[src/rtl/handshake_pkg.sv]
// Shared types and constants for the handshake driver and its entry FIFO.
// Operand fields are sized for the widest supported word; the FIFO keeps only the WIDTH bits in use.
package handshake_pkg;

    typedef enum logic [0:0] {
        IDLE    = 1'b0,
        PRESENT = 1'b1
    } state_t;

    localparam int MAX_WIDTH = 32;

    typedef struct packed {
        logic [MAX_WIDTH-1:0] in1;
        logic [MAX_WIDTH-1:0] in2;
        logic                 flag;
        logic                 result;
    } entry_t;

    localparam logic [7:0] STALL_MAX = 8'd255;

endpackage

[src/rtl/hs_fifo.sv]
// Power-of-two entry FIFO with a combinational head so a freshly pushed entry is visible next cycle.
module hs_fifo
    import handshake_pkg::*;
#(
    parameter  int DEPTH  = 4,
    parameter  int DATA_W = 10,
    localparam int AW     = $clog2(DEPTH),
    localparam int CW     = AW + 1
) (
    input  logic              CLK,
    input  logic              ASYNCRESETN,
    input  logic              push,
    input  logic [DATA_W-1:0] push_data,
    input  logic              pop,
    output logic [DATA_W-1:0] head_data,
    output logic              full,
    output logic              empty,
    output logic [CW-1:0]     count
);

    logic [DATA_W-1:0] mem [DEPTH];
    logic [AW-1:0]     wr_ptr_reg;
    logic [AW-1:0]     rd_ptr_reg;
    logic [CW-1:0]     count_reg;
    logic              push_ok;
    logic              pop_ok;

    assign push_ok = push && !full;
    assign pop_ok  = pop && !empty;

    // Storage carries no reset; stale contents are never observed because valid gates the head.
    always_ff @(posedge CLK) begin
        if (push_ok) begin
            mem[wr_ptr_reg] <= push_data;
        end
    end

    always_ff @(posedge CLK or negedge ASYNCRESETN) begin
        if (!ASYNCRESETN) begin
            wr_ptr_reg <= '0;
            rd_ptr_reg <= '0;
            count_reg  <= '0;
        end else begin
            if (push_ok) begin
                wr_ptr_reg <= wr_ptr_reg + 1'b1;
            end
            if (pop_ok) begin
                rd_ptr_reg <= rd_ptr_reg + 1'b1;
            end
            case ({push_ok, pop_ok})
                2'b10:   count_reg <= count_reg + 1'b1;
                2'b01:   count_reg <= count_reg - 1'b1;
                default: count_reg <= count_reg;
            endcase
        end
    end

    assign head_data = mem[rd_ptr_reg];
    assign full      = (count_reg == CW'(DEPTH));
    assign empty     = (count_reg == '0);
    assign count     = count_reg;

endmodule

[src/rtl/handshake_driver.sv]
// Buffers operand requests and presents them one at a time on a round-robin selected
// downstream lane, holding each until that lane accepts it.
module handshake_driver
    import handshake_pkg::*;
#(
    parameter int DEPTH = 4,
    parameter int LANES = 3,
    parameter int WIDTH = 4
) (
    input  logic             CLK,
    input  logic             ASYNCRESETN,
    input  logic             in_valid,
    output logic             in_ready,
    input  logic [WIDTH-1:0] in1,
    input  logic [WIDTH-1:0] in2,
    input  logic             in_flag,
    output logic [LANES-1:0] handshake_arr_valid,
    input  logic [LANES-1:0] handshake_arr_ready,
    output logic [WIDTH-1:0] arr_2d_0,
    output logic [WIDTH-1:0] arr_2d_1,
    output logic             out,
    output logic [7:0]       stall_cnt
);

    localparam int DATA_W = 2 * WIDTH + 2;
    localparam int CW     = $clog2(DEPTH) + 1;
    localparam int RR_W   = (LANES > 1) ? $clog2(LANES) : 1;

    state_t            state_reg;
    state_t            state_next;
    logic [RR_W-1:0]   rr_reg;
    logic [7:0]        stall_cnt_reg;
    logic              started_reg;

    logic              push;
    logic              accept;
    logic              presenting;
    logic              fifo_full;
    logic              fifo_empty;
    logic [CW-1:0]     fifo_count;
    logic [DATA_W-1:0] push_word;
    logic [DATA_W-1:0] head_word;
    entry_t            head_entry;
    logic [2*MAX_WIDTH:0] unused_head_bits;

    // in_ready stays low through reset and rises on the first edge after release.
    assign in_ready   = started_reg && !fifo_full;
    assign push       = in_valid && in_ready;
    assign presenting = (state_reg == PRESENT);
    assign accept     = presenting && handshake_arr_ready[rr_reg];
    assign push_word  = {in1, in2, in_flag, (&in1) & in_flag};

    hs_fifo #(
        .DEPTH  (DEPTH),
        .DATA_W (DATA_W)
    ) u_fifo (
        .CLK         (CLK),
        .ASYNCRESETN (ASYNCRESETN),
        .push        (push),
        .push_data   (push_word),
        .pop         (accept),
        .head_data   (head_word),
        .full        (fifo_full),
        .empty       (fifo_empty),
        .count       (fifo_count)
    );

    always_comb begin
        head_entry                  = '0;
        head_entry.in1[WIDTH-1:0]   = head_word[DATA_W-1 -: WIDTH];
        head_entry.in2[WIDTH-1:0]   = head_word[2 +: WIDTH];
        head_entry.flag             = head_word[1];
        head_entry.result           = head_word[0];
    end

    assign unused_head_bits = {head_entry.in1, head_entry.in2, head_entry.flag};

    always_comb begin
        state_next = state_reg;
        case (state_reg)
            IDLE:    if (push) state_next = PRESENT;
            PRESENT: if (accept && (fifo_count == CW'(1)) && !push) state_next = IDLE;
            default: state_next = IDLE;
        endcase
    end

    always_ff @(posedge CLK or negedge ASYNCRESETN) begin
        if (!ASYNCRESETN) begin
            state_reg     <= IDLE;
            rr_reg        <= '0;
            stall_cnt_reg <= '0;
            started_reg   <= 1'b0;
        end else begin
            state_reg   <= state_next;
            started_reg <= 1'b1;
            if (accept) begin
                rr_reg <= (rr_reg == RR_W'(LANES - 1)) ? '0 : rr_reg + 1'b1;
            end
            if (!presenting || accept) begin
                stall_cnt_reg <= '0;
            end else if (stall_cnt_reg != STALL_MAX) begin
                stall_cnt_reg <= stall_cnt_reg + 1'b1;
            end
        end
    end

    genvar gi;
    generate
        for (gi = 0; gi < LANES; gi++) begin : g_lane_valid
            assign handshake_arr_valid[gi] = presenting && (rr_reg == RR_W'(gi));
        end
    endgenerate

    // Payload is forced to zero while idle so unwritten storage never reaches the pins.
    assign arr_2d_0  = presenting ? head_entry.in1[WIDTH-1:0] : '0;
    assign arr_2d_1  = presenting ? head_entry.in2[WIDTH-1:0] : '0;
    assign out       = presenting && head_entry.result;
    assign stall_cnt = stall_cnt_reg;

endmodule

[config.mk]
export PLATFORM = sky130hd
export DESIGN_NAME = handshake_driver
export DESIGN_NICKNAME = d
export VERILOG_FILES = /design/src/rtl/handshake_pkg.sv /design/src/rtl/hs_fifo.sv /design/src/rtl/handshake_driver.sv
export SDC_FILE = /design/constraint.sdc
export NUM_CORES = 1
export LEC_CHECK = 0
export ABC_AREA = 0
export CORE_ASPECT_RATIO = 1.75
export CORE_UTILIZATION = 56
export CTS_BUF_LIST = sky130_fd_sc_hd__clkbuf_8
export DETAILED_ROUTE_END_ITERATION = 10
export PLACE_DENSITY_LB_ADDON = 0.05
export SLEW_MARGIN = 25
export SYNTH_ARGS = -nofsm -noshare
export SYNTH_HDL_FRONTEND = slang
export SYNTH_SLANG_ARGS = --single-unit
[constraint.sdc]
create_clock -name CLK -period 2.26 [get_ports CLK]
set_clock_uncertainty 0.15 [all_clocks]
set_input_delay 0.452 -clock CLK [delete_from_list [all_inputs] [get_ports CLK]]
set_output_delay 0.452 -clock CLK [all_outputs]
set_load 0.005 [all_outputs]
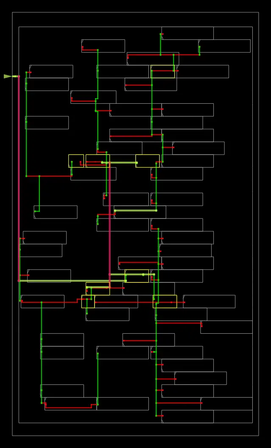
Run 1: clock routing
count of flip-flops and latches: 55
TritonCTS sink count: 55
power of the clock network: 0.000559 W
number of clock buffers inserted by TritonCTS: 5
number of clock buffer instances in the layout: 6

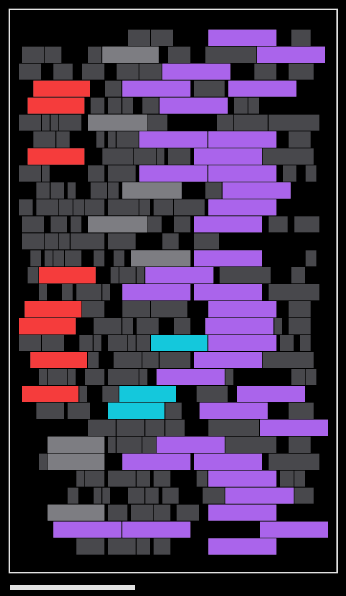
Run 1: register map, names as in the netlist
Bar = 20 um.
purple -> `u_fifo.mem`  # flops 36
cyan -> `u_fifo.count`  # flops 3
red -> `stall_cnt`  # flops 8
not coloured = 8

==> run summary, run 1 <==
Implementation status.

- The design draws 0.00364 W.
- The detail-routed net length per standard cell is 18.7 um.
- The simple-gate share of the synthesized area is a little under an eighth.
- In this run, post-CTS hold repair placed 0 buffers.
- Setup repair after global routing could not meet its margin everywhere.
- Summing the areas of all compound-gate instances in the mapped netlist gives around 4.1% of the synthesized area.
- The clock-cell share of area is under 10%.
- Non-clock buffering takes up 15.6% of total cell area after layout.
- The highest routed metal layer is met4.
- As reported, the later end of the worst-skew pair has a clock insertion delay of 0.30 ns.
- The internal power summed over all cells is 0.00246 W.
- The timing report gives the worst reg2reg path a setup slack of 0.12 ns.
- According to the dpl log, the detail-placed design has an HPWL of 3.67 mm.
- The clock tree buffer depth is 2.
- For this block, wires on met1 add up to 1.82 mm.
- The global-route wire length before repair is roughly 8.4 mm.
- The fraction of final layout cells sized beyond drive strength 1 is 27.9%.
- The count of library flops with an enable pin is 36.
- The maximum number of pins on one net before global-route repair is 20.
- The power report attributes to the sequential group a share of 40.1%.
- The kind of cell adding the most delay to the critical path is flip-flops.
- The dominant kind of combinational cell is simple AND/OR/NAND/NOR gates.
- Per the timing report, the biggest fanout along the worst path comes to 6.
- The cell-mix breakdown from Yosys lists the adder-cell area share as 5.03%.
- The net switching power in the latest report is 0.00118 W.
- Per STA, the highest per-stage delay on the worst path measures 0.46 ns.
- The chip area estimate from yosys synthesis is 2490 um2.
- The H-tree generated during clock tree synthesis spans 2 levels.
- The summed negative setup slack over all endpoints is 0 ns.
- The wire length on met2 is between 3 and 4 mm.
- The sum of met3 wire segment lengths after detailed routing is 152 um.
- The portion of total power attributed to combinational logic is between 40% and 50%.
- The area share of xor/xnor cells in the synthesized design is 3.12%.
- Per the timing report, the most critical flop-to-flop path originates at u_fifo.count[1].
- The critical path goes through and2b_2 -> and2_1 -> clkdlybuf4s50_1.
- The top flip-flop cell by instance count after synthesis is edfxtp_1.
- The via count of the first global-routing pass is about 1700.
- The vertical die dimension reported for this design is ~90 um.
- STA classifies the critical path endpoint as an output pin.
- The initial antenna violation count was 0.
- The cell area power density is 1170 nW/um2.
- The total placed instance area is 2980 um2.
- The area of all placed cells without fillers is 3110 um2.
- For reference, the critical path is captured by handshake_arr_valid[1].
- The number of vias after detailed routing is 1568.
- The iteration count recorded for the first detailed-route pass is 4.
- Summing all multi-input logic gate instances after layout gives 877 um2.
- The shortest clock period the worst path allows after layout is around 2.2 ns.
- The global route stage reports its total congestion overflow as 0.
- The endpoint of the worst register-to-register path is u_fifo.count[2].
- The number of antenna cells inserted is 0.
- From left edge to right edge, the die measures 52.4 um.
- The average instance in the mapped netlist occupies about 15 um2.
- Of all power groups, the one with the highest power is combinational cells.
- The total nets after synthesis is 194.
- The share of Yosys cell area claimed by the top area cell type is 43.5%.
- The number of buffer cells added on primary ports is 35.
- Detailed-route iteration 0 reported a violation count of 40.
- Prior to clock tree synthesis, the placed netlist has a worst setup slack of -0.100 ns.
- The post-CTS resize count is 44.
- Pin placement for this block handled 36 I/O pins.
- The number of warning messages in the logs is 34.
- Ranked by instance count, the synthesized netlist is headed by edfxtp_1, dfrtp_1, and2_1.
- In the final layout, the fill cell count is 280.
- Endpoints failing hold in the final report were tallied at 0.
- The register area is 1560 um2.
- For this run, the final setup violation count is recorded as 0.
- The tool flagged a number of max-cap violations equal to 0.
- Post-CTS timing repair inserted 5 buffers for setup.
- After layout, the inverter instance count without clock inverters stands at 6.
- The largest vdd supply drop is 787 uV.
- STA reports the tightest min-delay check as being of type in -> async.
- The logic depth of the worst path, buffers included is 3.
- The count of cells in the finished layout, fillers not included, comes to 275.
- After global routing, the most crowded layer is met2.
- The floorplan has 31 rows.
- The flow ran to the end, and the final reports show no timing, DRC or antenna violations.
- Per report_power, the clock group accounts for 15.4% of the total.
- For this design, the slowest cell found on the critical path is dfrtp_2.
- The synthesized instance count is approximately 170.
- TritonCTS built the clock tree.
- The total number of tap cells is 49.
- The number of nets in the final layout is around 250.
- The synth_stat.txt file lists the number of cells as 169.
- The last weighted congestion value of the routability-driven placer is 0.834.
- Measured on the finished design, the core utilization comes to 74.1%.
- The clock slew at the register clock pins of the worst setup and hold paths is ~0.09 ns.
- The placeable core region is 4190 um2.
- TritonRoute reported its final design rule violation total as 0.
- Per the OpenROAD power report, leakage power amounts to 1.23 nW.
- The power in combinational cells is 0.00162 W.
- The most frequent logic cell in the layout is edfxtp_1.
- The critical path in the final layout is reported with a setup slack of 0.0455 ns.
- The met3 track demand over resource is under 10%.
- The report puts the cell count of the worst reg-to-reg path at 8.
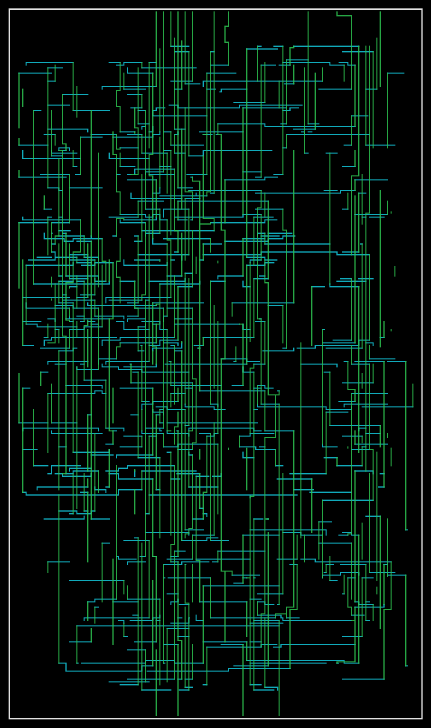
Run 1: metal layers overlaid
Two of the layers only.
green -> met2  # wire length 3090 um
cyan -> met1  # wire length 1820 um

## Run 2: what changed since run 1
--- a/config.mk
+++ b/config.mk
@@ -10,6 +10,7 @@
 export CORE_UTILIZATION = 56
 export CTS_BUF_LIST = sky130_fd_sc_hd__clkbuf_8
 export DETAILED_ROUTE_END_ITERATION = 10
+export HOLD_SLACK_MARGIN = 0.12
 export PLACE_DENSITY_LB_ADDON = 0.05
 export SLEW_MARGIN = 25
 export SYNTH_ARGS = -nofsm -noshare
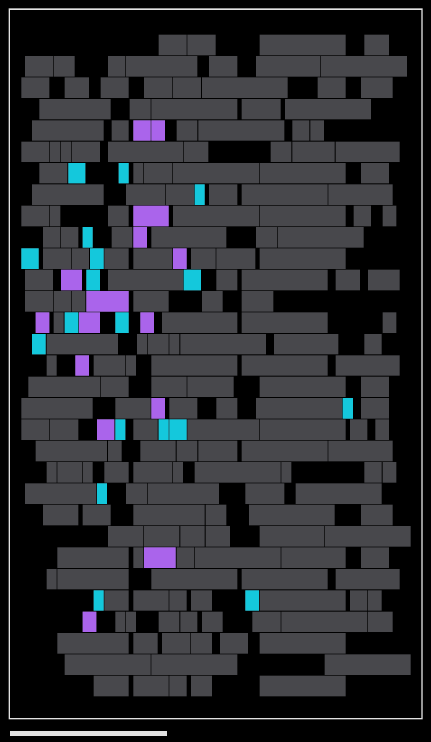
Run 2: gate-type map
Bar = 20 um.
purple -> inverting AOI/OAI gates  # cells 15
cyan -> NAND gates  # cells 18
dominant logic cell type in the layout: edfxtp_1
proportion of cell area occupied by multi-input gates: 28.2%
number of cells in the finished layout apart from fillers: 275

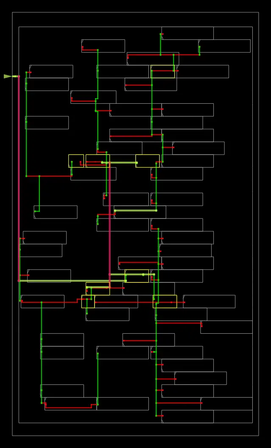
Run 2: clock routing
Insertion Delay late pin: 0.30 ns

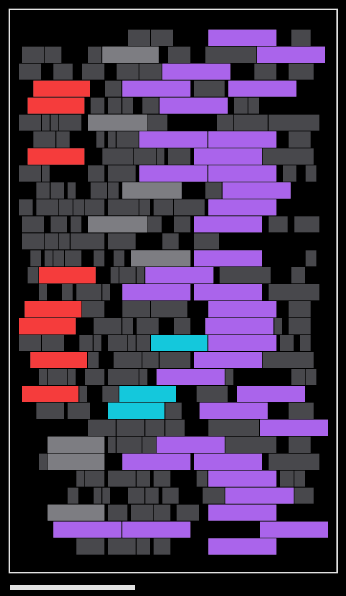
Run 2: register map, names as in the netlist
Bar = 20 um.
purple -> `u_fifo.mem`  # flops 36
cyan -> `u_fifo.count`  # flops 3
red -> `stall_cnt`  # flops 8
not coloured = 8

==> run 2 against run 1 <==
Compared with the run above:
- area after synthesis stayed put
- sequential power hardly changed
- design area stayed put
- first-iteration DRC count stayed put
- clock-buffer cell count stayed put
- sequential cell count stayed put
- synthesized cell count stayed put
- maximum frequency stayed put
- sequential share of layout area stayed put
- critical path type unchanged
- critical endpoint unchanged
- largest cell class unchanged
- largest power group unchanged
==> run summary, run 2 <==
Implementation status.

- The flow ran to the end, and the final reports show no timing, DRC or antenna violations.
- The dominant kind of combinational cell is simple AND/OR/NAND/NOR gates.
- The met3 track demand over resource is 3.05% (unchanged).
- The count of library flops with an enable pin is 36 (unchanged).
- The buffering overhead was 15.6% (unchanged).
- The power spent charging and discharging nets is 0.00118 W (unchanged).
- Among all stages on the critical path, the largest delay is contributed by dfrtp_2.
- The length of the first detailed-routing pass in iterations is 4 (unchanged).
- The adder-cell area share of the yosys netlist is 5.03% (unchanged).
- The number of buffer cells added on primary ports is 35 (unchanged).
- The shortest clock period the worst path allows after layout is 2.21 ns (unchanged).
- The cell area power density is 1170 nW/um2 (unchanged).
- The met1 routed wirelength after detailed routing is 1.82 mm (unchanged).
- The post-synthesis area per instance was 14.7 um2 (unchanged).
- The count of routing violations after the opening detailed-route iteration is 40 (unchanged).
- The kind of capture point of the worst setup path is an output pin.
- The total CTS buffers was 5 (unchanged).
- The number of ports placed on the die boundary came to 36 (unchanged).
- The post-synthesis cell count from yosys was 169 (unchanged).
- The power in combinational cells was 0.00162 W (about the same).
- The summed negative setup slack over all endpoints was 0 ns (unchanged).
- The last weighted congestion value of the routability-driven placer is 0.834 (unchanged).
- The number of rows in the core area is 31 (unchanged).
- The number of warning messages in the logs is 34 (unchanged).
- The leakage power summed over all cells is 1.23 nW (unchanged).
- The clock tree buffer depth came to 2 (unchanged).
- The area of all placed cells without fillers is 3110 um2 (unchanged).
- The placeable core region is 4190 um2 (unchanged).
- The sequential cell count is 55 (unchanged).
- The depth of the most critical reg-to-reg path is 8 (unchanged).
- The clock tree from TritonCTS is built.
- The logic depth of the worst path, buffers included is 3 (unchanged).
- The clock network power consumption came to 0.000559 W (about the same).
- OpenSTA lists the critical path endpoint as handshake_arr_valid[1].
- The number of vias after detailed routing is 1568 (unchanged).
- The highest routed metal layer is met4.
- The vertical die dimension was 90.1 um (unchanged).
- The count of inverters other than clock inverters in the layout is 6 (unchanged).
- The part of the power in registers is 40.1% (about the same).
- The final count of hold timing violations is 0 (unchanged).
- The post-CTS resize count came to 44 (unchanged).
- The number of levels in the clock H-tree was 2 (unchanged).
- Counting instances in the post-synthesis netlist gives the leading cell types as edfxtp_1, dfrtp_1, and2_1.
- The simple-gate share of the synthesized area came to 12.0% (unchanged).
- The share of Yosys cell area claimed by the top area cell type is 43.5% (unchanged).
- The number of nets in the final layout was 250 (unchanged).
- The detailed placement HPWL is 3.67 mm (unchanged).
- The total number of tap cells came to 49 (unchanged).
- The max-cap check violation count came to 0 (unchanged).
- The post-placement setup slack is -0.100 ns (unchanged).
- The maximum fanout along the worst path is 6 (unchanged).
- The clock slew at the register clock pins of the worst setup and hold paths was 0.09 ns (about the same).
- The total nets after synthesis is 194 (unchanged).
- The area fraction in compound gates after synthesis was 4.13% (unchanged).
- The number of hold buffers added after cts is 0 (unchanged).
- The slack of the worst reg-to-reg path is 0.12 ns (about the same).
- The number of sinks driven by the clock tree is 55 (unchanged).
- The total placed instance area is 2980 um2 (unchanged).
- The via count of the first global-routing pass is 1737 (unchanged).
- The kind of cell with the highest combined delay along the critical path is flip-flops.
- The global-route wire length before repair is 8.37 mm (unchanged).
- The largest vdd supply drop is 787 uV (unchanged).
- The aggregate global routing overflow was 0 (unchanged).
- Setup repair after global routing could not meet its margin everywhere.
- The number of inserted filler cells in the final layout is 280 (unchanged).
- Looking at the global route congestion table, the highest-usage layer is met2.
- The biggest power consumer among the groups is combinational cells.
- The setup-violating endpoint count in the final report is 0 (unchanged).
- The number of antenna cells inserted came to 0 (unchanged).
- The fraction of final layout cells sized beyond drive strength 1 came to 27.9% (unchanged).
Run 2, pin map:
Pins as bars across the die edge, other pins in grey.
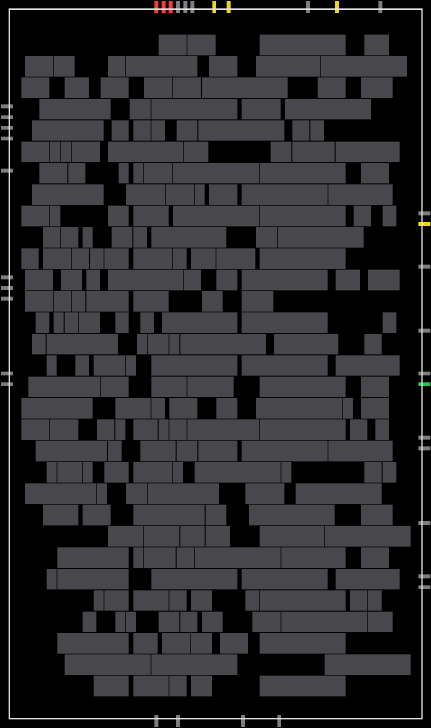

## Run 3: what changed since run 2
--- a/config.mk
+++ b/config.mk
@@ -6,7 +6,6 @@
 export NUM_CORES = 1
 export LEC_CHECK = 0
 export ABC_AREA = 0
-export CORE_ASPECT_RATIO = 1.75
 export CORE_UTILIZATION = 56
 export CTS_BUF_LIST = sky130_fd_sc_hd__clkbuf_8
 export DETAILED_ROUTE_END_ITERATION = 10
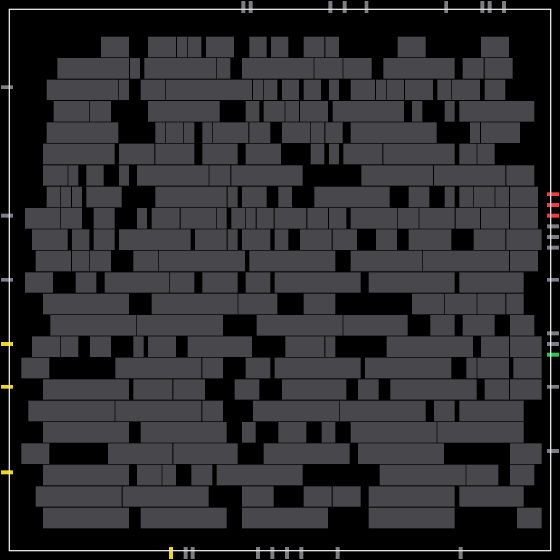
Run 3: pin map
Pins as bars across the die edge, other pins in grey.
yellow -> `in2`  # pins 4, direction input, edge 3 west, 1 south
red -> `handshake_arr_ready`  # pins 3, direction input, edge east
green -> `in_flag`  # pins 1, direction input, edge east
all pins by edge = 12 east, 9 north, 9 south, 6 west
number of buffers inserted by port buffering: 35
x dimension of the die: 68.6 um

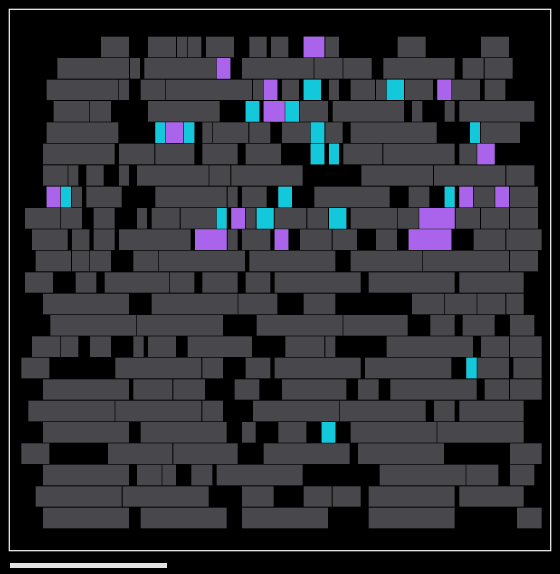
Run 3: gate-type map
Bar = 20 um.
purple -> inverting AOI/OAI gates  # cells 15
cyan -> NAND gates  # cells 18
proportion of cell area occupied by multi-input gates: 27.5%
number of cells in the finished layout apart from fillers: 282

==> run 3 against run 2 <==
Compared with the run above:
- the flow now finishes with violations (setup timing)
- power grew 11%
- global-route usage shrank 2.0 points
- sequential share of layout area shrank 2.2 points
- design area grew 4.3%
- maximum frequency shrank 4.2%
- critical path type unchanged
- highest routed layer unchanged
==> run summary, run 3 <==
Implementation status.

- The number of hold buffers added after cts was 0 (unchanged).
- The power in combinational cells came to 0.00188 W (+16%).
- The largest vdd supply drop came to 787 uV (about the same).
- The part of the power in registers is 35.6% (-4.5 points).
- The count of library flops with an enable pin is 36 (unchanged).
- The met3 track demand over resource is 5.43% (+2.4 points).
- The number of antenna cells inserted is 0 (unchanged).
- The maximum fanout along the worst path was 4 (-2).
- The summed negative setup slack over all endpoints is -0.305 ns (-0.305 ns).
- The number of levels in the clock H-tree was 2 (unchanged).
- The number of rows in the core area came to 23 (-26%).
- The post-CTS resize count is 53 (+20%).
- The power spent charging and discharging nets is 0.00120 W (+1.3%).
- The fraction of final layout cells sized beyond drive strength 1 was 31.0% (+3.2 points).
- The total number of tap cells is 50 (+2.0%).
- The depth of the most critical reg-to-reg path was 10 (+2).
- The synthesis run identifies the leading combinational cell family as simple AND/OR/NAND/NOR gates.
- The clock slew at the register clock pins of the worst setup and hold paths is 0.09 ns (about the same).
- The aggregate global routing overflow came to 0 (unchanged).
- Per the STA report, the cell with the highest stage delay on the worst path is mux4_2.
- The kind of capture point of the worst setup path is an output pin.
- The leakage power summed over all cells is 1.33 nW (+8.2%).
- The synthesis run shows the most used standard cells to be edfxtp_1, dfrtp_1, and2_1.
- The sequential cell count is 55 (unchanged).
- The count of inverters other than clock inverters in the layout was 6 (unchanged).
- The post-synthesis cell count from yosys is 169 (unchanged).
- Counting only logic cells after layout, the most numerous master is edfxtp_1.
- The total CTS buffers is 5 (unchanged).
- TritonCTS built the clock tree.
- The area of all placed cells without fillers came to 3240 um2 (+4.3%).
- The count of routing violations after the opening detailed-route iteration is 97 (+140%).
- The final reports fail on setup timing.
- The post-placement setup slack was -0.0910 ns (+0.00951 ns).
- The total placed instance area is 2960 um2 (-0.88%).
- The run finished, with violations left.
- The detailed placement HPWL is 3.27 mm (-11%).
- In the power breakdown, the biggest contributor is combinational cells.
- The buffering overhead came to 17.7% (+2.1 points).
- The placeable core region came to 4140 um2 (-1.1%).
- The length of the first detailed-routing pass in iterations is 4 (unchanged).
- The number of sinks driven by the clock tree is 55 (unchanged).
- The post-synthesis area per instance is 14.7 um2 (unchanged).
- The shortest clock period the worst path allows after layout is 2.31 ns (+0.0976 ns).
- In this run the worst setup path terminates at arr_2d_1[1].
- The share of Yosys cell area claimed by the top area cell type was 43.5% (unchanged).
- The final count of hold timing violations is 0 (unchanged).
- The later-pin clock latency in the skew report is 0.30 ns (about the same).
- The met1 routed wirelength after detailed routing was 2.09 mm (+15%).
- The area fraction in compound gates after synthesis is 4.13% (unchanged).
- The clock tree buffer depth is 2 (unchanged).
- The last weighted congestion value of the routability-driven placer came to 0.728 (-13%).
- The logic depth of the worst path, buffers included is 5 (+2).
- The cell area power density is 1250 nW/um2 (+6.7%).
- The slack of the worst reg-to-reg path is 0.18 ns (+0.06 ns).
- The number of ports placed on the die boundary came to 36 (unchanged).
- met2 is the most crowded layer.
- The worst hold path belongs to the class in -> async.
- The via count of the first global-routing pass is 1491 (-14%).
- The number of inserted filler cells in the final layout came to 255 (-8.9%).
- The setup-violating endpoint count in the final report was 9 (+9).
- The type of the worst setup path is reg -> out.
- The global-route wire length before repair is 7.27 mm (-13%).
- The number of nets in the final layout is 256 (+2.4%).
- Per STA, the worst path accumulates the most delay in the family multiplexers.
- Setup repair after global routing could not meet its margin everywhere.
- The total nets after synthesis is 194 (unchanged).
- The max-cap check violation count is 0 (unchanged).
- The minimum setup slack in the final design is -0.0521 ns.
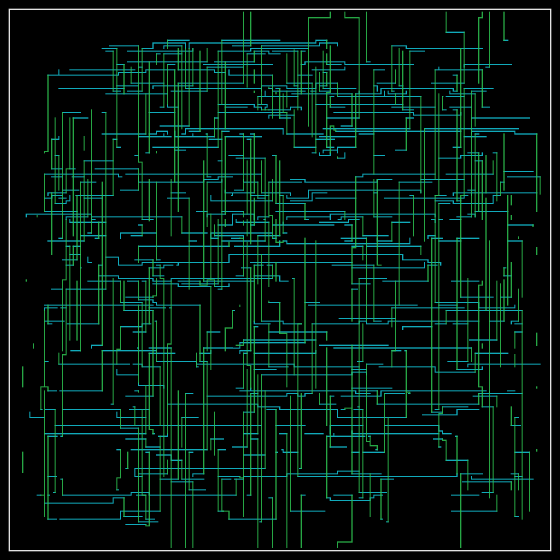
Run 3: metal layers overlaid
Two of the layers only.
green -> met2  # wire length 2450 um
cyan -> met1  # wire length 2090 um
vias: 1541
global router's overall resource usage: 22.8%

Power is estimated from default activity; no workload was simulated.
